**Run 1: signal wires on met2**

(3 px per um) Cells faint in the background.
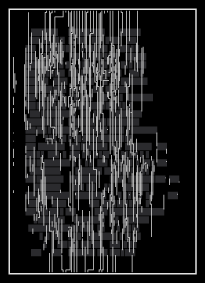
**Run 1: gate families picked out**

(6 px per um)
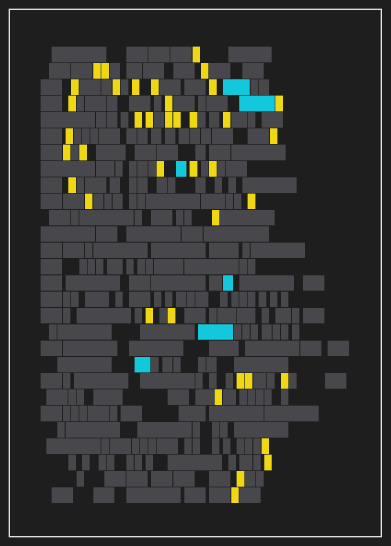
**Run 1: congestion heat map**

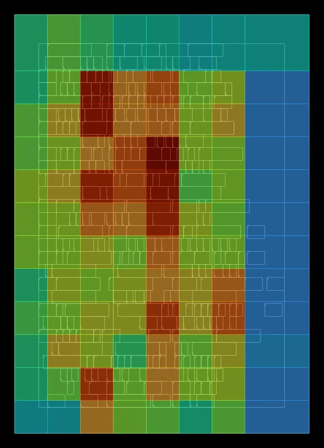
### config.mk
export PLATFORM = sky130hd
export DESIGN_NAME = alu_req_arbiter
export DESIGN_NICKNAME = d
export VERILOG_FILES = /design/src/rtl/alu_req_arbiter.sv
export SDC_FILE = /design/constraint.sdc
export NUM_CORES = 1
export LEC_CHECK = 0
export ABC_AREA = 1
export CAP_MARGIN = 20
export CORE_ASPECT_RATIO = 1.5
export CORE_MARGIN = 5
export CORE_UTILIZATION = 45
export CTS_CLUSTER_DIAMETER = 200
export CTS_CLUSTER_SIZE = 12
export DETAILED_ROUTE_END_ITERATION = 16
export PLACE_DENSITY = 0.91
export SYNTH_ARGS = -nofsm -noshare
export SYNTH_HDL_FRONTEND = slang
export SYNTH_SLANG_ARGS = --single-unit
### constraint.sdc
create_clock -name clk -period 4.96 [get_ports clk]
set_input_delay 0.992 -clock clk [delete_from_list [all_inputs] [get_ports clk]]
set_output_delay 0.992 -clock clk [all_outputs]
set_load 0.1 [all_outputs]
### src/rtl/alu_req_arbiter.sv
// alu_req_arbiter
//   Shares one external combinational 4-bit ALU between two requesters.
//   Round-robin grant, operands latched on accept and driven to the ALU,
//   result captured one cycle later and returned on a per-requester
//   response handshake.
// Ports:
//   clk, reset                 clock (rising edge), async active-high reset
//   req_valid/req_ready [1:0]  request handshake, bit i = requester i
//   a0,b0,op0 / a1,b1,op1      operands and opcode per requester
//   rsp_valid/rsp_ready [1:0]  response handshake, bit i = requester i
//   rsp_data, rsp_err          result and illegal-opcode flag
//   alu_a, alu_b, alu_opcode   to the external ALU (from latched regs only)
//   alu_result                 from the external ALU
//   busy                       state is not IDLE
//   op_count                   completed responses, saturating
module alu_req_arbiter #(
  parameter int CNT_W   = 8,
  parameter bit RR_INIT = 1'b0
) (
  input  logic             clk,
  input  logic             reset,
  input  logic [1:0]       req_valid,
  output logic [1:0]       req_ready,
  input  logic [3:0]       a0,
  input  logic [3:0]       b0,
  input  logic [2:0]       op0,
  input  logic [3:0]       a1,
  input  logic [3:0]       b1,
  input  logic [2:0]       op1,
  output logic [1:0]       rsp_valid,
  input  logic [1:0]       rsp_ready,
  output logic [7:0]       rsp_data,
  output logic             rsp_err,
  output logic [3:0]       alu_a,
  output logic [3:0]       alu_b,
  output logic [2:0]       alu_opcode,
  input  logic [7:0]       alu_result,
  output logic             busy,
  output logic [CNT_W-1:0] op_count
);

  typedef enum logic [1:0] {IDLE, EXEC, RESP} state_t;

  typedef struct packed {
    logic [3:0] a;
    logic [3:0] b;
    logic [2:0] op;
  } req_t;

  localparam logic [CNT_W-1:0] CNT_ONE = 1;
  localparam logic [CNT_W-1:0] CNT_MAX = '1;

  state_t     state;
  req_t [1:0] req_in;
  req_t       lat;
  logic       gid;   // requester owning the operation in flight
  logic       ptr;   // requester that wins a tie
  logic [1:0] gnt;

  assign req_in[0] = {a0, b0, op0};
  assign req_in[1] = {a1, b1, op1};

  // Grant is combinational in IDLE; held off during reset so req_ready
  // shows its reset value while reset is asserted.
  always_comb begin
    gnt = 2'b00;
    if (!reset && state == IDLE) begin
      case (req_valid)
        2'b01:   gnt = 2'b01;
        2'b10:   gnt = 2'b10;
        2'b11:   gnt = ptr ? 2'b10 : 2'b01;
        default: gnt = 2'b00;
      endcase
    end
  end

  assign req_ready  = gnt;
  assign alu_a      = lat.a;
  assign alu_b      = lat.b;
  assign alu_opcode = lat.op;

  always_ff @(posedge clk or posedge reset) begin
    if (reset) begin
      state     <= IDLE;
      lat       <= '0;
      gid       <= 1'b0;
      ptr       <= RR_INIT;
      rsp_valid <= 2'b00;
      rsp_data  <= 8'h00;
      rsp_err   <= 1'b0;
      busy      <= 1'b0;
      op_count  <= '0;
    end else begin
      case (state)
        IDLE: begin
          if (|gnt) begin
            lat   <= req_in[gnt[1]];
            gid   <= gnt[1];
            busy  <= 1'b1;
            state <= EXEC;
          end
        end
        EXEC: begin
          // Opcodes 101..111 are undefined: the ALU output is ignored.
          if (lat.op > 3'd4) begin
            rsp_data <= 8'h00;
            rsp_err  <= 1'b1;
          end else begin
            rsp_data <= alu_result;
            rsp_err  <= 1'b0;
          end
          rsp_valid <= {gid, ~gid};
          state     <= RESP;
        end
        RESP: begin
          // Only the owner's ready bit completes the response.
          if (rsp_ready[gid]) begin
            rsp_valid <= 2'b00;
            busy      <= 1'b0;
            ptr       <= ~gid;
            if (op_count != CNT_MAX) op_count <= op_count + CNT_ONE;
            state     <= IDLE;
          end
        end
        default: state <= IDLE;
      endcase
    end
  end

endmodule

==> job_summary.md, run 1 <==
### Flow metrics

| Metric | Value |
|---|---|
| Outcome | `finished, final reports clean` |
| Ports | `69` |
| Area Overhead vs Synth | `46.3%` |
| Ys cells | `242` |
| Antenna violations before repair | `0` |
| Fin worst setup slack | `1150 ps` |
| Fmax | `262 MHz` |
| Logic area | `759 um2` |
| Global-route wire length before repair | `7520 um` |
| Seq share, synth | `48.4%` |
| Vias in the first global route | `1712` |
| Tmin final | `3810 ps` |
| HP Class | `register to register` |
| Clock slew at reported path FFs | `70 ps` |
| RSZ-0062 raised after global routing | `false` |
| Placer Congestion | `0.891` |
| Max-capacitance violation count | `0` |
| DP Wirelength | `3570 um` |
| Sum of negative setup slack | `0 ps` |
| Area leader share | `48.4%` |
| I/O Buffers | `68` |
| Clock skew | `5.82 ps` |
| Layout cell share with drive strength beyond 1 | `8.31%` |
| Post-Syn Area | `1810 um2` |
| Htree depth | `2` |
| Post-CTS sizing | `0` |
| Tool Warnings | `26` |
| Syn Nets | `279` |
| Fin. max-slew vios | `0` |
| Rows | `28` |
| Final Net Count | `349` |
| Fillers | `315` |
| Skew-Pair Late Insertion Delay | `290 ps` |
| ANT nets after route | `0` |
| Relative slew slack | `32.1%` |
| Num CTS Buffers | `5` |
| YS warnings | `0` |
| Worst-margin pin slew | `1020 ps` |
| Cts hold-fix bufs | `0` |
| DRT Pass-1 Iters | `4` |
| Die X | `61.8 um` |
| CP Capture Type | `output pin` |
| Sequential Area | `876 um2` |
| Critical path arrival | `2820 ps` |
| Clk root buf | `clkbuf_8` |
| First DRT Iteration DRCs | `32` |
| CTS sink count | `35` |
| Largest net degree at the start of global routing | `37` |
| CTS tree | `built` |
| Critical Path Source Type | `input pin` |
| Core Util at FP | `46.1%` |
-- 'signal wires on met2' (at the start) --
- wire length on this layer: 2560 um
- nets with wire on the layer: 281
total wire length: 4640 um
routed vias: 1717
GR met2 Demand/Resource: 31.7%

-- 'gate families picked out' (at the start) --
- yellow: inverters (cells 39)
- cyan: inverting AOI/OAI gates (cells 6)
most frequent logic cell in the layout: nand2_1
final std cells w/o fill: 358
Comb/total area: 28.7%

-- 'congestion heat map' (at the start) --
Util after Layout: 67.4%
met1 global-route usage: 21.3%
WL/cell: 13.0 um
GRT Util Overall: 18.7%

-- run 1: cell usage after synthesis, drive strengths merged --
master / instances
nor2: 9
inv: 39
nand3: 29
ha: 1
a211oi: 1
o21ai: 2
o21a: 1
nor3: 1
nand2: 109
nand4: 2
a21oi: 2
dfrtp: 35
buf: 6
xor2: 3
nand3b: 1
a21boi: 1
-- run 1: sequential cells by signal, indices dropped and copies added, names as in the netlist --
register and count:
ptr 1, rsp_valid 2, rsp_err 1, busy 1, alu_b 4, op_count 8, alu_a 4, alu_opcode 3
rsp_data 8, gid 1, state 2
-- run 1: layout by cell type (no fill, tap or decap) --
cell,count
nand2_1,108
clkdlybuf4s50_1,66
inv_1,35
dfrtp_1,35
nand3_1,27
nor2_1,5
clkbuf_8,5
inv_2,4
xor2_1,3
nor2_2,2
nor2_4,2
a21oi_4,2
nand3_2,2
nand4_1,2
o21ai_0,2
buf_4,2
nand2_2,1
o21a_1,1
a21boi_0,1
nor3_2,1
nand3b_1,1
a211oi_2,1
ha_1,1
clkinv_2,1
clkinv_4,1
bufinv_16,1
buf_12,1
-- run 1: worst max-delay path, cell delays in order --
cell and delay [ps]:
clkdlybuf4s50_1 440, nor3_2 520, nand2_1 430, inv_1 130, buf_4 300
-- run 1: final timing paths --
path	slack [ps]	depth (start not counted)	from	to
max reg2reg	3070	5	state[1]	alu_b[1]
max	1150	5	reset	req_ready[1]
min reg2reg	480	2	rsp_data[6]	rsp_data[6]
min in group asynchronous	1160	3	reset	op_count[5]
max in group asynchronous	3470	3	reset	alu_a[3]
min	480	2	rsp_data[6]	rsp_data[6]
-- run 1: final cells by class --
cell class | count | share of cell area [%]
clock inverter | 3 | 1.65
timing repair buffer | 69 | 26.3
sequential | 35 | 33.1
inverter | 39 | 5.53
clock buffer | 5 | 2.60
tap | 45 | 2.13
multi-input combinational | 162 | 28.7
-- run 1: kinds of logic (layout without fill, tap and decap cells) --
| kind of cell | after synthesis | in the layout | share of synthesized area [%] |
|---|---|---|---|
| adder cells (fa/ha/maj) | 1 | 1 | 0.691 |
| AND-OR/OR-AND | 7 | 7 | 3.60 |
| buffers and inverters | 45 | 116 | 9.89 |
| AND/OR/NAND/NOR | 151 | 151 | 36.0 |
| flip-flops | 35 | 35 | 48.4 |
| XOR/XNOR | 3 | 3 | 1.45 |
-- run 1: per-stage QoR --
stage               area [um2]  instances  utilization, %  hold WS [ps]
finish                    2650        358            67.4           483
global route              2650        358            67.4           508
CTS                       2650        358            67.4           486
detailed placement        2530        350            64.6           466
global placement          2530        350            64.6           461
floorplan                 1810        242               -           481
-- run 1: routing by layer --
metal  wire length (um)  vias up  GRT usage [%]
met3                219        8           4.87
met4                 89        0           8.49
met1               1770      797           21.3
met5                  0        -              0
met2               2560       40           31.7
li1                   -      872              -
--- run 2 (diff from run 1) ---
--- a/config.mk
+++ b/config.mk
@@ -9,11 +9,11 @@
 export CAP_MARGIN = 20
 export CORE_ASPECT_RATIO = 1.5
 export CORE_MARGIN = 5
-export CORE_UTILIZATION = 45
+export CORE_UTILIZATION = 39
 export CTS_CLUSTER_DIAMETER = 200
 export CTS_CLUSTER_SIZE = 12
 export DETAILED_ROUTE_END_ITERATION = 16
-export PLACE_DENSITY = 0.91
+export PLACE_DENSITY = 0.84
 export SYNTH_ARGS = -nofsm -noshare
 export SYNTH_HDL_FRONTEND = slang
 export SYNTH_SLANG_ARGS = --single-unit
==> constraint.sdc (replaced) <==
create_clock -name clk -period 3.1 [get_ports clk]
set_input_delay 0.62 -clock clk [delete_from_list [all_inputs] [get_ports clk]]
set_output_delay 0.62 -clock clk [all_outputs]
set_load 0.1 [all_outputs]
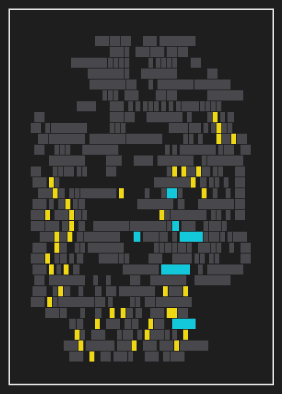
**Above:** run 2 (gate families picked out).
(4 px per um)
- cyan: inverting AOI/OAI gates (cells 6)
- yellow: inverters (cells 39)
final std cells w/o fill: 362
Comb/total area: 29.7%

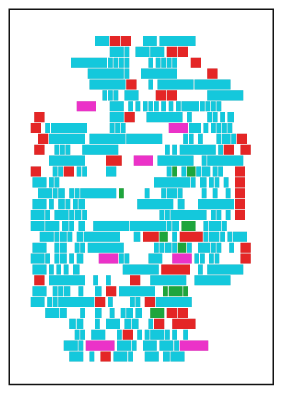
**Above:** run 2 (sizing map).
(4 px per um)
- magenta: drive 6 and up (cells 7; share 2.2%; most used clkbuf_8)
- green: drive 2 (cells 10; share 3.2%; most used inv_2)
- red: drive 3 to 4 (cells 41; share 13%; most used buf_4)
- cyan: drive 1 or less (cells 256; share 82%; most used nand2_1)
Area Overhead vs Synth: 42.5%
design area: 2580 um2
fin worst setup slack: 654 ps
nonclk buf count: 72

==> run 2 against run 1 <==
Net effect:
- synthesized area unchanged
- non-clock buffer count rose by 3
- synthesized cell count unchanged
- die area rose by 13%
- worst hold slack got worse by 2.7 ps
- sequential share of layout area is 0.87 points higher
- cell count grew 1.1%
==> job_summary.md, run 2 <==
### Flow metrics

| Metric | Value |
|---|---|
| Flop2flop setup slack | `1590 ps (-1480 ps)` |
| Largest net degree at the start of global routing | `36 (-2.7%)` |
| Core Util at FP | `40.2% (-5.9 points)` |
| Layout cell share with drive strength beyond 1 | `18.5% (+10 points)` |
| Skew-Pair Late Insertion Delay | `280 ps (about the same)` |
| Global-route wire length before repair | `7710 um (+2.6%)` |
| Post-Syn Area | `1810 um2 (unchanged)` |
| Worst-margin pin slew | `433 ps (-583 ps)` |
| Relative slew slack | `71.2% (+39 points)` |
| Cts hold-fix bufs | `0 (unchanged)` |
| Rows | `30 (+7.1%)` |
| Placer Congestion | `0.772 (-13%)` |
| Count leader, synth | `nand2_1` |
| First DRT Iteration DRCs | `86 (+170%)` |
| Antenna violations before repair | `0 (unchanged)` |
| Ports | `69 (unchanged)` |
| HP Class | `register to register` |
| Tmin final | `2450 ps` |
| Tool Warnings | `26 (unchanged)` |
| Reg2reg path depth | `6 (+1)` |
| Sum of negative setup slack | `0 ps (unchanged)` |
| Final Net Count | `352 (+0.86%)` |
| Num CTS Buffers | `5 (unchanged)` |
| CTS sink count | `35 (unchanged)` |
| GR peak layer | `met2` |
| Outcome | `finished, final reports clean` |
| Post-CTS sizing | `0 (unchanged)` |
| DRT Pass-1 Iters | `4 (unchanged)` |
| YS warnings | `0 (unchanged)` |
| Critical Path Source Type | `input pin` |
| Syn Nets | `279 (unchanged)` |
| Top_reg_cell synth | `dfrtp_1` |
| Critical R2R Capture | `alu_b[0]` |
| Fillers | `418 (+33%)` |
| RSZ-0062 raised after global routing | `false` |
| CP startpoint | `reset` |
| Logic area | `767 um2 (+0.99%)` |
| Clock slew at reported path FFs | `60 ps (about the same)` |
| GRT Util Overall | `16.1% (-2.6 points)` |
| Max-capacitance violation count | `0 (unchanged)` |
| Met1 global-route usage | `16.7% (-4.5 points)` |
| CTS tree | `built` |
| Placed Area | `2510 um2 (-1.1%)` |
| Clock skew | `5.11 ps (-0.703 ps)` |
| I/O Buffers | `68 (unchanged)` |
| Routed vias | `1705 (-0.70%)` |
| ANT nets after route | `0 (unchanged)` |
| Seq share, synth | `48.4% (unchanged)` |
| Top cells by count | `nand2_1 (108), dfrtp_1 (35), inv_1 (35), nand3_1 (27)` |
| EDFF count, synth | `0 (unchanged)` |
| Fraction of registers with async set/reset | `100% (unchanged)` |
| Area leader share | `48.4% (unchanged)` |
| Fin. max-slew vios | `0 (unchanged)` |
[run 2: cell counts after synthesis]
Identical to the previous run, type by type.
[run 2: layout make-up]
cell class / count / share of cell area [%]
tap: 48 / 2.33
clock buffer: 6 / 2.81
timing repair buffer: 72 / 25.3
inverter: 39 / 5.82
multi-input combinational: 162 / 29.7
sequential: 35 / 34.0
[run 2: critical path, cell delays in order]
cell	delay, ps
clkdlybuf4s50_1	470
clkinvlp_4	100
nand3_2	130
a211oi_4	290
buf_12	210
[run 2: kinds of logic (layout without fill, tap and decap cells)]
| kind of cell | count (synthesis) | after routing | share of synthesized area (%) |
|---|---|---|---|
| AND/OR/NAND/NOR | 151 | 151 | 36.0 |
| buffers and inverters | 45 | 117 | 9.89 |
| flip-flops | 35 | 35 | 48.4 |
| AND-OR/OR-AND | 7 | 7 | 3.60 |
| XOR/XNOR | 3 | 3 | 1.45 |
| adder cells (fa/ha/maj) | 1 | 1 | 0.691 |
[run 2: how the worst min path moves through the flow]
stage	slack, ps	to	cells after the start	startpoint
after floorplan	480	ptr	1	gid
after global placement	460	rsp_data[2]	2	rsp_data[2]
after detailed placement	470	alu_a[2]	2	alu_a[2]
after CTS	480	alu_a[2]	2	alu_a[2]
after global routing	500	rsp_data[5]	2	rsp_data[5]
final	480	rsp_data[2]	2	rsp_data[2]
[run 2: per-stage QoR]
stage               hold slack [ps]  std cells  worst slack [ps]
detailed placement              466        356               648
global route                    500        362               595
floorplan                       481        242               360
CTS                             484        362               650
global placement                464        356               689
finish                          480        362               654
[run 2: layer usage]
layer	routed length, um	vias to the layer above
li1	-	876
met5	0	-
met1	1720	781
met4	37	0
met3	238	4
met2	2470	44
--- run 3 (diff from run 2) ---
==> constraint.sdc (replaced) <==
create_clock -name clk -period 2.01 [get_ports clk]
set_input_delay 0.402 -clock clk [delete_from_list [all_inputs] [get_ports clk]]
set_output_delay 0.402 -clock clk [all_outputs]
set_load 0.1 [all_outputs]
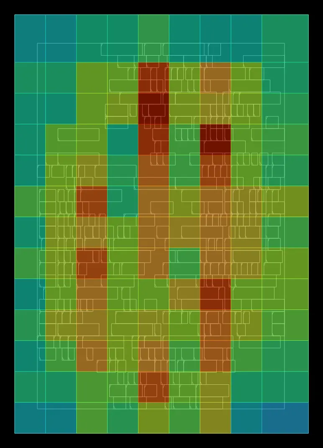
**Above:** run 3 (congestion heat map).
GRT Util Overall: 16.3%
GR met2 Demand/Resource: 28.5%

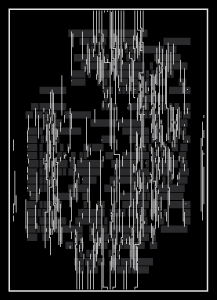
**Above:** run 3 (signal wires on met2).
(3 px per um) Cells faint in the background.
- nets with wire on the layer: 273
- longest straight run: 34.0 um
- main direction: vertical
routed vias: 1737
total wire length: 4570 um

==> run 3 against run 2 <==
Net effect:
- worst setup slack worse by 570 ps
- global-route usage is 0.19 points higher
- largest cell class unchanged
- utilization is 1.2 points higher
- non-clock buffer count is 1 higher
- critical endpoint is now req_ready[1]
- count of clock-buffer cells in the layout stayed put
==> job_summary.md, run 3 <==
### Flow metrics

| Metric | Value |
|---|---|
| Outcome | `finished, final reports clean` |
| Num CTS Buffers | `5 (unchanged)` |
| First DRT Iteration DRCs | `77 (-10%)` |
| Count leader, synth | `nand2_1` |
| Worst-margin pin slew | `436 ps (+3.44 ps)` |
| Global-route wire length before repair | `7790 um (+0.99%)` |
| ANT nets after route | `0 (unchanged)` |
| Skew-Pair Late Insertion Delay | `280 ps (about the same)` |
| RSZ-0062 raised after global routing | `false` |
| WL/cell | `12.6 um` |
| Seq share, synth | `48.4% (unchanged)` |
| Kind of critical path | `input pin to output pin` |
| Antenna violations before repair | `0 (unchanged)` |
| Fraction of registers with async set/reset | `100% (unchanged)` |
| Total grt overflow | `0` |
| Clock slew at reported path FFs | `60 ps (about the same)` |
| Final Net Count | `353 (+0.28%)` |
| I/O Buffers | `68 (unchanged)` |
| Wire length on met1 | `1770 um (+3.2%)` |
| Rows | `30 (unchanged)` |
| Placed Area | `2550 um2 (+1.6%)` |
| Tool Warnings | `27 (+3.8%)` |
| Core Util at FP | `40.2% (unchanged)` |
| Top sig layer | `met4` |
| Clock skew | `5.95 ps (+0.840 ps)` |
| Placed cell count | `357 (+0.28%)` |
| HP Class | `register to register` |
| Fillers | `414 (-0.96%)` |
| Most frequent logic cell in the layout | `nand2_1` |
| Routed length on met2 | `2400 um (-3.1%)` |
| EDFF count, synth | `0 (unchanged)` |
| YS warnings | `0 (unchanged)` |
| Cts hold-fix bufs | `0 (unchanged)` |
| Largest net degree at the start of global routing | `36 (unchanged)` |
| Syn Nets | `279 (unchanged)` |
| Ports | `69 (unchanged)` |
| Biggest regs | `op_count x8, rsp_data x8` |
| Sequential Area | `876 um2` |
| Design area | `2630 um2 (+2.1%)` |
| Placer Congestion | `0.782 (+1.3%)` |
| Post-Syn Area | `1810 um2 (unchanged)` |
| Logic area | `774 um2 (+0.98%)` |
| Relative slew slack | `70.9% (-0.23 points)` |
| CTS sink count | `35 (unchanged)` |
| Top_reg_cell synth | `dfrtp_1` |
| CP Capture Type | `output pin` |
| Area Overhead vs Synth | `45.6%` |
| Area leader share | `48.4% (unchanged)` |
| Die X | `65.6 um` |
| Metal3 WL | `315 um (+32%)` |
| Final std cells w/o fill | `364 (+0.55%)` |
| Final worst path period share | `96.0%` |
| Layout cell share with drive strength beyond 1 | `19.6% (+1.1 points)` |
| Top cells by count | `nand2_1 (108), dfrtp_1 (35), inv_1 (35), nand3_1 (27)` |
| Tmin final | `1930 ps` |
| Post-synthesis average cell area | `7.48 um2` |
| CTS tree | `built` |
| Critical Path Source Type | `input pin` |
| DRT Pass-1 Iters | `4 (unchanged)` |
| Max-capacitance violation count | `0 (unchanged)` |
| Fin. max-slew vios | `0 (unchanged)` |
run 3: cell count changes in the layout (fill, tap and decap cells not counted), sizes merged:
cell	before	now
clkinv	0	1
buf	37	38
run 3: final timing paths:
path / from / to / slack, ps / depth (start not counted)
setup / recovery: req_valid[1] / req_ready[1] / 80 / 6
setup reg to reg: op_count[0] / op_count[3] / 490 / 7
hold / removal: rsp_data[0] / rsp_data[0] / 480 / 2
hold reg to reg: rsp_data[0] / rsp_data[0] / 480 / 2
min in group asynchronous: reset / rsp_valid[0] / 680 / 3
max in group asynchronous: reset / alu_opcode[1] / 1010 / 3
run 3: through the flow:
stage	setup slack [ps]	utilization [%]	TNS [ps]	hold slack (ps)
after global placement	53.5	56.5	0	463
after detailed placement	35.5	56.5	0	474
after global routing	4.39	58.5	0	510
final	79.8	58.5	0	484
after CTS	31.6	58.5	0	492
after floorplan	-249	-	-249	365
run 3: per-layer routing:
| layer | track usage, % | vias to the layer above |
|---|---|---|
| li1 | - | 880 |
| met5 | 0 | - |
| met1 | 18.1 | 786 |
| met3 | 4.57 | 8 |
| met4 | 6.75 | 0 |
| met2 | 28.5 | 63 |
run 3: logic make-up after synthesis:
kind of cell	count (synthesis)	share of synthesized area, %
adders and majority gates	1	0.691
xor gates and xnor gates	3	1.45
DFF	35	48.4
and+or+nand+nor	151	36.0
buffers and inverters	45	9.89
AOI/OAI and AO/OA	7	3.60
run 3: area by class of cell:
cell class	instances	share of cell area (%)
clock buffers	6	3.14
clock inverters	1	0.190
inverters	39	5.70
multi-input cells	162	29.4
flip-flops and latches	35	33.3
well taps	48	2.28
repair buffers	73	26.0
run 3: what timing repair did:
action                                  CTS  global route
endpoints found under the setup margin    0             2
setup buffers                             0             0
endpoints found under the hold margin     0             0
resized                                   0             1
run 3: critical path, cell delays in order:
cell and delay (ps):
clkdlybuf4s50_1 560, nand3_1 100, nand2_1 90, nand2_1 80
inv_1 110, buf_12 180
